<file path="config.mk">
export PLATFORM = sky130hd
export DESIGN_NAME = dino_sprite_draw
export DESIGN_NICKNAME = d
export VERILOG_FILES = /design/src/rtl/dino_sprite_draw.sv
export SDC_FILE = /design/constraint.sdc
export NUM_CORES = 1
export LEC_CHECK = 0
export CAP_MARGIN = 10
export CORE_ASPECT_RATIO = 0.9
export CORE_MARGIN = 2
export CORE_UTILIZATION = 29
export CTS_BUF_LIST = sky130_fd_sc_hd__clkbuf_8 sky130_fd_sc_hd__clkbuf_16
export DETAILED_ROUTE_END_ITERATION = 8
export PLACE_DENSITY = 0.52
export SYNTH_ARGS = -nofsm -noshare
export SYNTH_HDL_FRONTEND = slang
export SYNTH_SLANG_ARGS = --single-unit
</file>
<file path="constraint.sdc">
create_clock -name clk -period 5 [get_ports clk]
set_clock_uncertainty 0.15 [all_clocks]
set_input_delay 1 -clock clk [delete_from_list [all_inputs] [get_ports clk]]
set_output_delay 1 -clock clk [all_outputs]
set_load 0.01 [all_outputs]
</file>
<file path="src/rtl/dino_sprite_draw.sv">
// Repaints the dino sprite: erases the previously drawn rectangle in BG, then
// streams the new rectangle in FG over a valid/ready pixel port.
module dino_sprite_draw #(
    parameter logic [8:0]  DINO_X      = 9'd20,
    parameter logic [7:0]  DINO_W      = 8'd16,
    parameter logic [7:0]  DINO_H      = 8'd20,
    parameter logic [7:0]  SCREEN_BASE = 8'd220,
    parameter logic [7:0]  INIT_Y      = 8'd101,
    parameter logic [15:0] FG_COLOR    = 16'hFFFF,
    parameter logic [15:0] BG_COLOR    = 16'h0000
) (
    input  logic        clk,
    input  logic        rst,
    input  logic [7:0]  dinoY,
    input  logic        dinoMovement,
    input  logic        redraw,
    input  logic        pix_ready,
    output logic        pix_valid,
    output logic [8:0]  pix_x,
    output logic [7:0]  pix_y,
    output logic [15:0] pix_color,
    output logic        drawDoneDino,
    output logic        busy
);

    typedef enum logic [1:0] {
        S_IDLE,
        S_ERASE,
        S_DRAW,
        S_DONE
    } state_t;

    state_t      r_state;
    state_t      w_next;

    logic [7:0]  r_new_y;
    logic [7:0]  r_old_y;
    logic [7:0]  r_last_y;
    logic [7:0]  r_row;
    logic [7:0]  r_col;

    logic        w_trigger;
    logic        w_fire;
    logic        w_last_col;
    logic        w_last_beat;
    logic [7:0]  w_base_y;

    assign w_trigger   = dinoMovement | redraw;
    assign w_fire      = pix_valid & pix_ready;
    assign w_last_col  = (r_col == DINO_W - 8'd1);
    assign w_last_beat = w_last_col && (r_row == DINO_H - 8'd1);

    always_ff @(posedge clk) begin
        if (rst) r_state <= S_IDLE;
        else     r_state <= w_next;
    end

    always_comb begin
        w_next = r_state;
        case (r_state)
            S_IDLE: begin
                if (w_trigger)
                    w_next = (r_last_y != dinoY) ? S_ERASE : S_DRAW;
            end
            S_ERASE: begin
                if (w_fire && w_last_beat) w_next = S_DRAW;
            end
            S_DRAW: begin
                if (w_fire && w_last_beat) w_next = S_DONE;
            end
            S_DONE:  w_next = S_IDLE;
            default: w_next = S_IDLE;
        endcase
    end

    // Inputs are only sampled in IDLE; the pass runs entirely on latched Y values.
    always_ff @(posedge clk) begin
        if (rst) begin
            r_new_y  <= 8'd0;
            r_old_y  <= 8'd0;
            r_last_y <= INIT_Y;
            r_row    <= 8'd0;
            r_col    <= 8'd0;
        end else begin
            case (r_state)
                S_IDLE: begin
                    if (w_trigger) begin
                        r_new_y <= dinoY;
                        r_old_y <= r_last_y;
                        r_row   <= 8'd0;
                        r_col   <= 8'd0;
                    end
                end
                S_ERASE, S_DRAW: begin
                    if (w_fire) begin
                        if (w_last_col) begin
                            r_col <= 8'd0;
                            r_row <= w_last_beat ? 8'd0 : r_row + 8'd1;
                        end else begin
                            r_col <= r_col + 8'd1;
                        end
                    end
                end
                S_DONE:  r_last_y <= r_new_y;
                default: ;
            endcase
        end
    end

    assign w_base_y     = (r_state == S_ERASE) ? r_old_y : r_new_y;
    assign pix_valid    = (r_state == S_ERASE) || (r_state == S_DRAW);
    assign busy         = (r_state != S_IDLE);
    assign drawDoneDino = (r_state == S_DONE);

    // Address/colour are driven to zero outside a pass so idle outputs are quiet.
    always_comb begin
        pix_x     = 9'd0;
        pix_y     = 8'd0;
        pix_color = 16'd0;
        if (pix_valid) begin
            pix_x     = DINO_X + {1'b0, r_col};
            pix_y     = SCREEN_BASE - w_base_y + r_row;
            pix_color = (r_state == S_ERASE) ? BG_COLOR : FG_COLOR;
        end
    end

endmodule

</file>
### Gate-type map, run 1

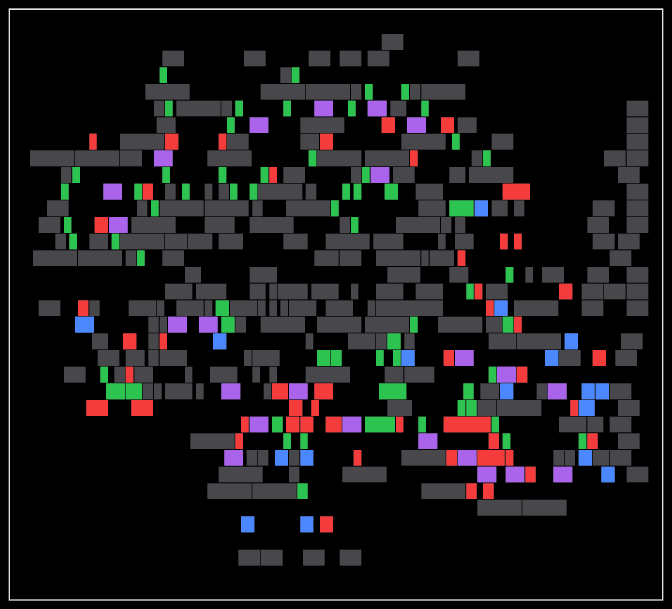
nor cells: drawn in red, cells 49, most used nor2_1. xor and xnor cells: drawn in purple, cells 23, most used xnor2_1. and/or cells: drawn in blue, cells 17, most used and2_1. nand cells: drawn in green, cells 62, most used nand2_1.
most frequent standard cell in the layout excluding fill and tap cells: clkdlybuf4s50_1
non-filler instance count after layout: 480
Comb area share: 49.22%

### Clock wires, drivers and flops, run 1

The bar under the picture is 20 um long.
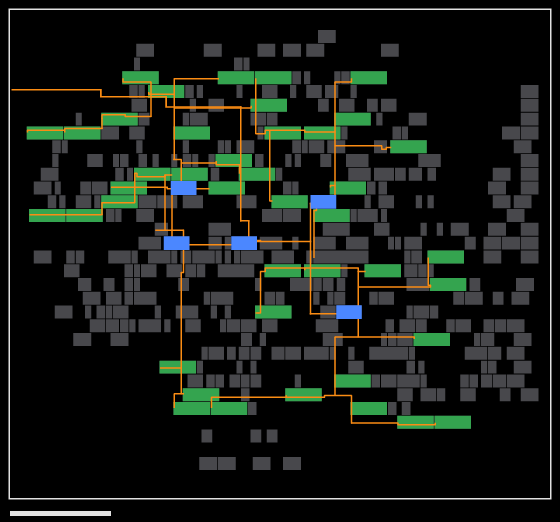
clock wires: drawn in orange, length 617 um. clock drivers: drawn in blue, count 5. flip-flops: drawn in green, count 42.
There are 6 routed clock nets.
insertion delay to the later sink of the worst-skew pair: 0.30 ns
clock group total power: 0.000270 W
clock share of power: 15.1%

==> flow_summary.html, run 1 <==
<h3>Flow metrics</h3>
<table>
<tr><th>Metric</th><th>Value</th></tr>
<tr><th colspan="2">Placed design</th></tr>
<tr><td>RD Place Congestion</td><td>between 0.8 and 0.9</td></tr>
<tr><td>HPWL after detailed placement</td><td>approximately 4500 um</td></tr>
<tr><td>Cell Count Post-Placement</td><td>472</td></tr>
<tr><th colspan="2">Floorplanning</th></tr>
<tr><td>Chip area</td><td>0.01027 mm2</td></tr>
<tr><td>Die outline height</td><td>between 90 and 100 um</td></tr>
<tr><td>Chip Width</td><td>approximately 110 um</td></tr>
<tr><td>Core Density at Floorplan</td><td>approximately 30%</td></tr>
<tr><th colspan="2">Final layout</th></tr>
<tr><td>Number of nets in the layout</td><td>391</td></tr>
<tr><td>Number of fillers in the final layout</td><td>just under 1000</td></tr>
<tr><td>Multi-input combinational cell count</td><td>238</td></tr>
<tr><td>Count of non-CTS inverters in the layout</td><td>20</td></tr>
<tr><td>Layout overhead on the synthesized area</td><td>19.99%</td></tr>
<tr><td>Fraction of area in clock buffers and inverters</td><td>roughly 3.3%</td></tr>
<tr><td>Number of clock buffers in the layout</td><td>5</td></tr>
<tr><th colspan="2">Worst setup path</th></tr>
<tr><td>Master of the slowest instance on the critical path</td><td>clkdlybuf4s50_1</td></tr>
<tr><td>FF-to-FF path depth</td><td>7</td></tr>
<tr><td>Data arrival time of the critical path</td><td>roughly 3.6 ns</td></tr>
<tr><td>Crit path largest cell delay</td><td>0.53 ns</td></tr>
<tr><td>Endpoint of the worst setup timing path</td><td>pix_y[7]</td></tr>
<tr><th colspan="2">Detailed routing</th></tr>
<tr><td>Remaining antenna violation count</td><td>0</td></tr>
<tr><td>Via-to-Cell Ratio</td><td>around 4.6</td></tr>
<tr><td>Violation count after the first detailed-routing iteration</td><td>~89</td></tr>
<tr><td>TritonRoute pass-1 iters</td><td>4</td></tr>
<tr><th colspan="2">Clocking</th></tr>
<tr><td>Worst-path clk slew</td><td>roughly 0.080 ns</td></tr>
<tr><td>Total clock sinks</td><td>~42</td></tr>
<tr><td>TritonCTS clock tree</td><td>built</td></tr>
<tr><th colspan="2">Synth</th></tr>
<tr><td>Top cell type's share of synthesized area</td><td>roughly 31%</td></tr>
<tr><td>Chip area estimate from yosys synthesis</td><td>0.002748 mm2</td></tr>
<tr><td>Most used standard cells in the synthesized netlist</td><td>46 x nand2_1, 42 x dfxtp_1, 25 x a21oi_1</td></tr>
<tr><td>Most popular library cell in the synthesized design by count</td><td>nand2_1</td></tr>
<tr><td>Main area contributors</td><td>dfxtp_1 31%, ha_1 9.1%, nand2_1 6.3%</td></tr>
<tr><td>Net count after synthesis</td><td>365</td></tr>
<tr><th colspan="2">Timing</th></tr>
<tr><td>Worst-margin pin slew</td><td>about 1.1 ns</td></tr>
<tr><td>Final TNS setup</td><td>0 ns</td></tr>
<tr><td>Setup WS post-layout</td><td>0.2689 ns</td></tr>
<tr><th colspan="2">Pwr</th></tr>
<tr><td>Worst ir drop on vdd</td><td>a little under 0.3 mV</td></tr>
<tr><td>Pwr dens</td><td>between 500 and 600 mW/mm2</td></tr>
<tr><th colspan="2">Run</th></tr>
<tr><td>Tool warning count</td><td>29</td></tr>
<tr><th colspan="2">Run status</th></tr>
<tr><td>Run status</td><td>completed</td></tr>
<tr><th colspan="2">Global route</th></tr>
<tr><td>First-pass GRT wire length</td><td>9991 um</td></tr>
</table>
### Cells coloured by class, run 1

The bar under the picture is 20 um long.
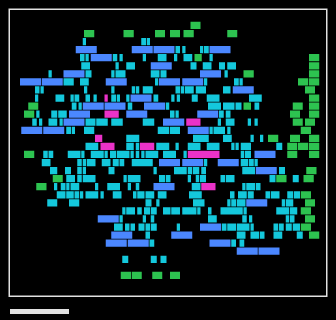
sequential cells: drawn in blue, cells 42. combinational and other logic: drawn in cyan, cells 258. clock drivers and dummy loads: drawn in magenta, cells 8. remaining buffers and delay cells: drawn in green, cells 50.
floorplan core area: 0.009166 mm2
Post-Layout Inst Area: 0.003297 mm2
flop share of the area: 25.50%
Final Util: 35.97%

### Track usage over the die, run 1

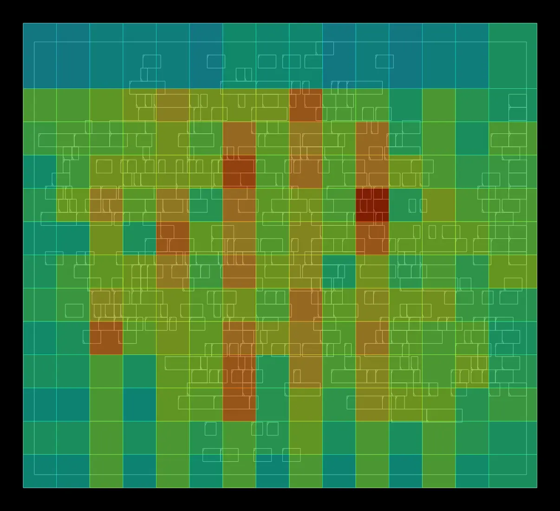
met2 demand-to-capacity share in global routing: 19.43%
Global Route met3 Usage: 2.708%
detailed-route wire length per cell: 12.60 um
total global routing track utilization: 12.10%

run 1: critical path: cells and delay by family, from the launching register on:
kind / cells / cell delay (ns)
flip-flops: 1 / 0.33
AND/OR/NAND/NOR: 3 / 0.45
buffers and inverters: 4 / 0.76
adder cells (fa/ha/maj): 4 / 1.06
AND-OR/OR-AND: 2 / 0.34
multiplexers: 1 / 0.37
run 1: where the power goes:
part / switching, W / leakage, nW / internal (W)
Combinational: 0.000567 / 0.812 / 0.000530
Clock: 0.000123 / 0.0556 / 0.000147
Sequential: 0.0000399 / 0.342 / 0.000384
Total: 0.000730 / 1.21 / 0.00106
run 1: layer usage:
layer	wire length, um	GRT usage [%]
met1	3093	16.58
met2	2600	19.43
met4	44	2.814
met3	309	2.708
met5	0	0
==> run 2, diff against run 1 <==
- CORE_UTILIZATION: 29 -> 30
- PLACE_DENSITY: 0.52 -> 0.61
- clock period: 5 -> 4.2 ns (I/O delays scaled with it)
### Cells coloured by class, run 2

The bar under the picture is 20 um long.
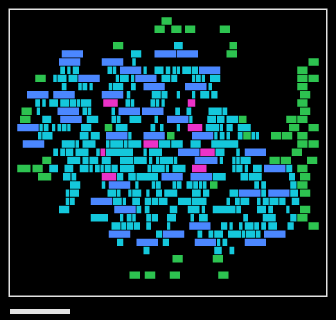
remaining buffers and delay cells: drawn in green, cells 54. combinational and other logic: drawn in cyan, cells 258. clock drivers and dummy loads: drawn in magenta, cells 8. sequential cells: drawn in blue, cells 42.
Post-Layout Inst Area: 0.003368 mm2
Final Util: 37.42%

### Clock wires, drivers and flops, run 2

The bar under the picture is 20 um long.
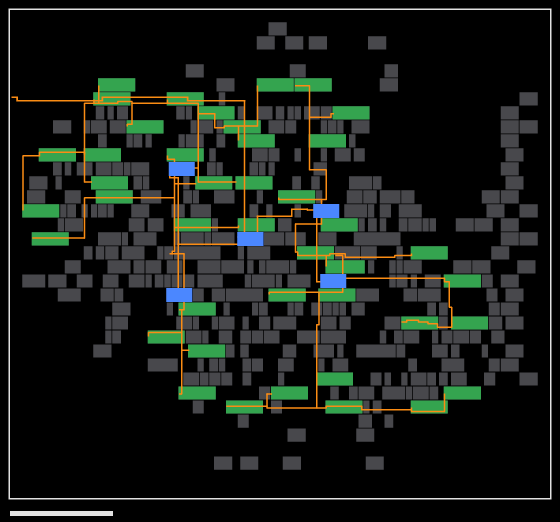
clock wires: drawn in orange, length 614 um. flip-flops: drawn in green, count 42. clock drivers: drawn in blue, count 5.
There are 6 routed clock nets.
clock group total power: 0.000281 W
clock share of power: 12.9%

==> run 2 against run 1 <==
Clock-buffer cell count grew 1. Flip-flop count is the same. Critical endpoint is now pix_y[4]. Non-clock buffer count grew 4. Largest cell class unchanged. Critical path depth shrank 3.
==> flow_summary.html, run 2 <==
<h3>Flow metrics</h3>
<table>
<tr><th>Metric</th><th>Value</th></tr>
<tr><th colspan="2">Detailed routing</th></tr>
<tr><td>Detailed-route wire length per cell</td><td>12.84 um (+1.9%)</td></tr>
<tr><td>TritonRoute pass-1 iters</td><td>4 (unchanged)</td></tr>
<tr><td>Via-to-Cell Ratio</td><td>4.822 (+5.4%)</td></tr>
<tr><td>Violation count after the first detailed-routing iteration</td><td>85 (-4.5%)</td></tr>
<tr><td>Remaining antenna violation count</td><td>0 (unchanged)</td></tr>
<tr><th colspan="2">Synth</th></tr>
<tr><td>Top cell type's share of synthesized area</td><td>30.60% (unchanged)</td></tr>
<tr><td>Net count after synthesis</td><td>365 (unchanged)</td></tr>
<tr><td>Main area contributors</td><td>dfxtp_1 31%, ha_1 9.1%, nand2_1 6.3%</td></tr>
<tr><td>Most used standard cells in the synthesized netlist</td><td>46 x nand2_1, 42 x dfxtp_1, 25 x a21oi_1</td></tr>
<tr><td>Most popular library cell in the synthesized design by count</td><td>nand2_1</td></tr>
<tr><th colspan="2">Global route</th></tr>
<tr><td>First-pass GRT wire length</td><td>10210 um (+2.1%)</td></tr>
<tr><td>Total global routing track utilization</td><td>12.52% (+0.43 points)</td></tr>
<tr><td>Met2 demand-to-capacity share in global routing</td><td>20.35% (+0.92 points)</td></tr>
<tr><td>GR met1 Demand/Resource</td><td>16.85% (+0.28 points)</td></tr>
<tr><th colspan="2">Placed design</th></tr>
<tr><td>HPWL after detailed placement</td><td>4549 um (about the same)</td></tr>
<tr><td>Cell Count Post-Placement</td><td>475 (+0.64%)</td></tr>
<tr><td>RD Place Congestion</td><td>0.8294 (+1.5%)</td></tr>
<tr><th colspan="2">Pwr</th></tr>
<tr><td>Comb pwr share</td><td>63.8% (+2.5 points)</td></tr>
<tr><td>Pwr dens</td><td>647.0 mW/mm2 (+19%)</td></tr>
<tr><td>Internal Dissipation</td><td>0.001259 W (+19%)</td></tr>
<tr><td>Combinational group power</td><td>0.00139 W (+26%)</td></tr>
<tr><td>Main power-consuming group</td><td>combinational cells</td></tr>
<tr><th colspan="2">Run status</th></tr>
<tr><td>Run status</td><td>completed</td></tr>
<tr><th colspan="2">Worst setup path</th></tr>
<tr><td>Master of the slowest instance on the critical path</td><td>clkdlybuf4s50_1</td></tr>
<tr><td>Crit path largest cell delay</td><td>0.53 ns (about the same)</td></tr>
<tr><td>FF-to-FF path depth</td><td>7 (unchanged)</td></tr>
<tr><th colspan="2">Timing</th></tr>
<tr><td>Worst-margin pin slew</td><td>0.6166 ns (-0.5214 ns)</td></tr>
<tr><td>Final TNS setup</td><td>0 ns (unchanged)</td></tr>
<tr><th colspan="2">Final layout</th></tr>
<tr><td>Count of non-CTS inverters in the layout</td><td>20 (unchanged)</td></tr>
<tr><td>Flop share of the area</td><td>25.00% (-0.50 points)</td></tr>
<tr><td>Comb area share</td><td>49.70% (+0.48 points)</td></tr>
<tr><td>Multi-input combinational cell count</td><td>238 (unchanged)</td></tr>
<tr><td>Number of fillers in the final layout</td><td>966 (+0.21%)</td></tr>
<tr><td>Number of clock buffers in the layout</td><td>6 (+1)</td></tr>
<tr><th colspan="2">Floorplanning</th></tr>
<tr><td>Chip area</td><td>0.009942 mm2 (-3.2%)</td></tr>
<tr><td>Chip Width</td><td>104.9 um (-1.6%)</td></tr>
</table>
## run 2: cell count changes in the layout (fill, tap and decap cells not counted), moves of 2 or more
cell,change
buf_4,+4
a21oi_1,-2
inv_1,-2
dlymetal6s2s_1,+2
ha_4,+2
clkdlybuf4s50_1,-3
## run 2: logic make-up (layout without fill, tap and decap cells)
group,Yosys count,after routing,synth area share (%)
AND-OR/OR-AND,53,53,11.93
XOR/XNOR,23,23,7.332
adder cells (fa/ha/maj),21,21,9.836
buffers and inverters,51,82,10.43
flip-flops,42,42,30.60
multiplexers,13,13,4.964
AND/OR/NAND/NOR,128,128,24.91
==> run 3, diff against run 2 <==
- CORE_ASPECT_RATIO: 0.9 -> unset
- PLACE_DENSITY: 0.61 -> 0.59
- clock period: 4.2 -> 5.1 ns (I/O delays scaled with it)
==> run 3 against run 2 <==
Sequential share of layout area increased by 0.62 points. Via count fell by 5.7%. Final cell count is 3.9% lower. Routed wire length shrank 4.6%.
==> flow_summary.html, run 3 <==
<h3>Flow metrics</h3>
<table>
<tr><th>Metric</th><th>Value</th></tr>
<tr><th colspan="2">Final layout</th></tr>
<tr><td>Number of clock buffers in the layout</td><td>6 (unchanged)</td></tr>
<tr><td>Antenna diode instance count</td><td>0</td></tr>
<tr><td>Multi-input combinational cell count</td><td>238 (unchanged)</td></tr>
<tr><td>Count of non-CTS inverters in the layout</td><td>20 (unchanged)</td></tr>
<tr><td>Flop share of the area</td><td>25.62% (+0.62 points)</td></tr>
<tr><td>Number of fillers in the final layout</td><td>917 (-5.1%)</td></tr>
<tr><td>Post-Layout Inst Area</td><td>0.003282 mm2 (-2.6%)</td></tr>
<tr><td>Comb area share</td><td>49.45% (-0.26 points)</td></tr>
<tr><td>Multi-input gate area</td><td>between 0.0015 and 0.002 mm2</td></tr>
<tr><th colspan="2">Detailed routing</th></tr>
<tr><td>Violation count after the first detailed-routing iteration</td><td>85 (unchanged)</td></tr>
<tr><td>Remaining antenna violation count</td><td>0 (unchanged)</td></tr>
<tr><td>Met1 WL</td><td>around 3000 um</td></tr>
<tr><td>Via count of the routed design</td><td>2202</td></tr>
<tr><td>Via-to-Cell Ratio</td><td>4.735 (-1.8%)</td></tr>
<tr><td>TritonRoute pass-1 iters</td><td>4 (unchanged)</td></tr>
<tr><th colspan="2">Timing</th></tr>
<tr><td>Worst-margin pin slew</td><td>1.061 ns (+0.4442 ns)</td></tr>
<tr><td>Slew headroom</td><td>between 20% and 30%</td></tr>
<tr><td>Final TNS setup</td><td>0 ns (unchanged)</td></tr>
<tr><th colspan="2">Clocking</th></tr>
<tr><td>Total clock sinks</td><td>between 40 and 50</td></tr>
<tr><td>Clock root buffer master</td><td>clkbuf_8</td></tr>
<tr><th colspan="2">Worst setup path</th></tr>
<tr><td>Master of the slowest instance on the critical path</td><td>clkdlybuf4s50_1</td></tr>
<tr><td>Combined buffer and inverter count along the critical path</td><td>4</td></tr>
<tr><td>Crit path largest cell delay</td><td>0.53 ns (about the same)</td></tr>
<tr><td>Worst flop-to-flop path startpoint</td><td>r_state[1]</td></tr>
<tr><td>FF-to-FF path depth</td><td>7 (unchanged)</td></tr>
<tr><th colspan="2">Synth</th></tr>
<tr><td>Multiplexer share of the synthesized area</td><td>4.964% (unchanged)</td></tr>
<tr><td>Share of synthesized cell area in full adder, half adder and majority cells</td><td>9.836% (unchanged)</td></tr>
<tr><td>Main area contributors</td><td>dfxtp_1 31%, ha_1 9.1%, nand2_1 6.3%</td></tr>
<tr><td>Post-synthesis share of cell area spent on xor and xnor gates</td><td>7.332% (unchanged)</td></tr>
<tr><td>Dominant comb cell</td><td>simple AND/OR/NAND/NOR gates</td></tr>
<tr><td>Most popular library cell in the synthesized design by count</td><td>nand2_1</td></tr>
<tr><td>Area share of and-or/or-and cells after synthesis</td><td>11.93% (unchanged)</td></tr>
<tr><td>Top cell type's share of synthesized area</td><td>30.60% (unchanged)</td></tr>
<tr><td>Most used standard cells in the synthesized netlist</td><td>46 x nand2_1, 42 x dfxtp_1, 25 x a21oi_1</td></tr>
<tr><th colspan="2">Pwr</th></tr>
<tr><td>Sw power</td><td>approximately 0.00070 W</td></tr>
<tr><td>Leakage</td><td>~1.2 nW</td></tr>
<tr><td>Pwr dens</td><td>532.9 mW/mm2 (-18%)</td></tr>
<tr><td>Comb pwr share</td><td>60.8% (-3.0 points)</td></tr>
<tr><td>Internal Dissipation</td><td>0.001050 W (-17%)</td></tr>
<tr><th colspan="2">Global route</th></tr>
<tr><td>First-pass GRT wire length</td><td>10210 um (unchanged)</td></tr>
<tr><td>Remaining Overflow, GRT</td><td>0</td></tr>
<tr><th colspan="2">Placed design</th></tr>
<tr><td>RD Place Congestion</td><td>0.8512 (+2.6%)</td></tr>
<tr><td>HPWL after detailed placement</td><td>4451 um (-2.2%)</td></tr>
<tr><th colspan="2">Floorplanning</th></tr>
<tr><td>Chip Width</td><td>99.70 um (-4.9%)</td></tr>
<tr><td>Chip area</td><td>0.009940 mm2 (about the same)</td></tr>
<tr><th colspan="2">Worst hold path</th></tr>
<tr><td>Endpoint with the worst hold slack</td><td>r_old_y[7]</td></tr>
<tr><th colspan="2">Run status</th></tr>
<tr><td>Run status</td><td>completed</td></tr>
</table>
==> run 3: kinds of logic (layout without fill, tap and decap cells) <==
| logic type | after synthesis | in the layout |
|---|---|---|
| AND/OR/NAND/NOR | 128 | 128 |
| adder cells (fa/ha/maj) | 21 | 21 |
| buffers and inverters | 51 | 77 |
| multiplexers | 13 | 13 |
| AND-OR/OR-AND | 53 | 53 |
| XOR/XNOR | 23 | 23 |
| flip-flops | 42 | 42 |
==> run 3: power groups by stage <==
stage               combinational, W  sequential [W]  clock [W]
floorplan                   0.000746        0.000412          0
global placement             0.00106        0.000424          0
detailed placement           0.00107        0.000426          0
CTS                          0.00107        0.000418   0.000277
global route                 0.00119        0.000426   0.000289
finish                       0.00106        0.000418   0.000267
### Track usage over the die, run 3

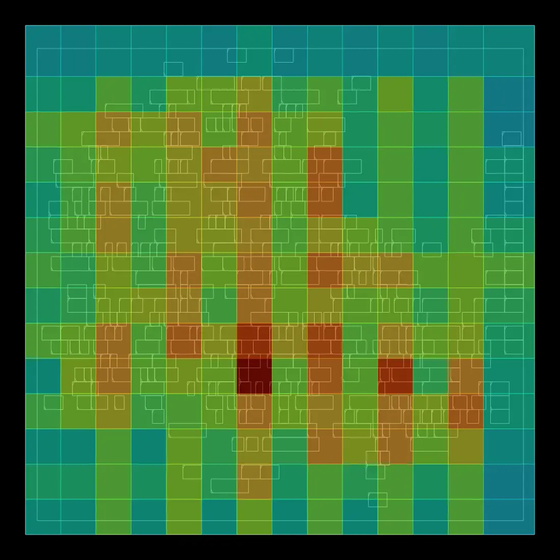
total global routing track utilization: 12.55%
Final Util: 37.27%
met2 demand-to-capacity share in global routing: 20.95%
Global Route met3 Usage: 2.108%

### Clock wires, drivers and flops, run 3

The bar under the picture is 20 um long.
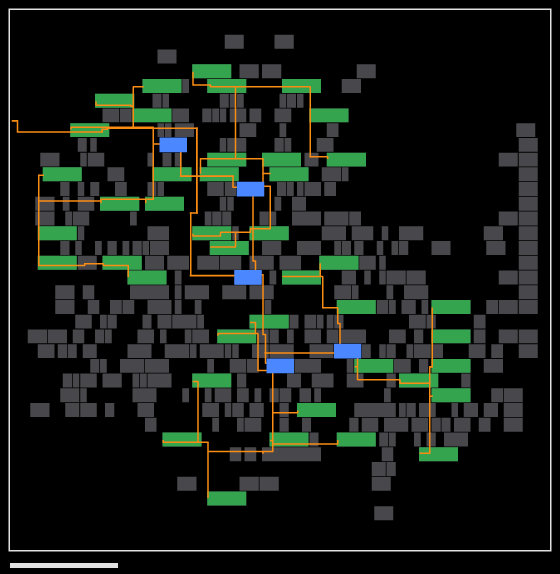
flip-flops: drawn in green, count 42. clock drivers: drawn in blue, count 5. clock wires: drawn in orange, length 544 um.
There are 6 routed clock nets.
insertion delay to the later sink of the worst-skew pair: 0.29 ns
clock group total power: 0.000267 W
clock share of power: 15.3%

Power figures rest on the tool's default switching activity, not on a simulated workload.
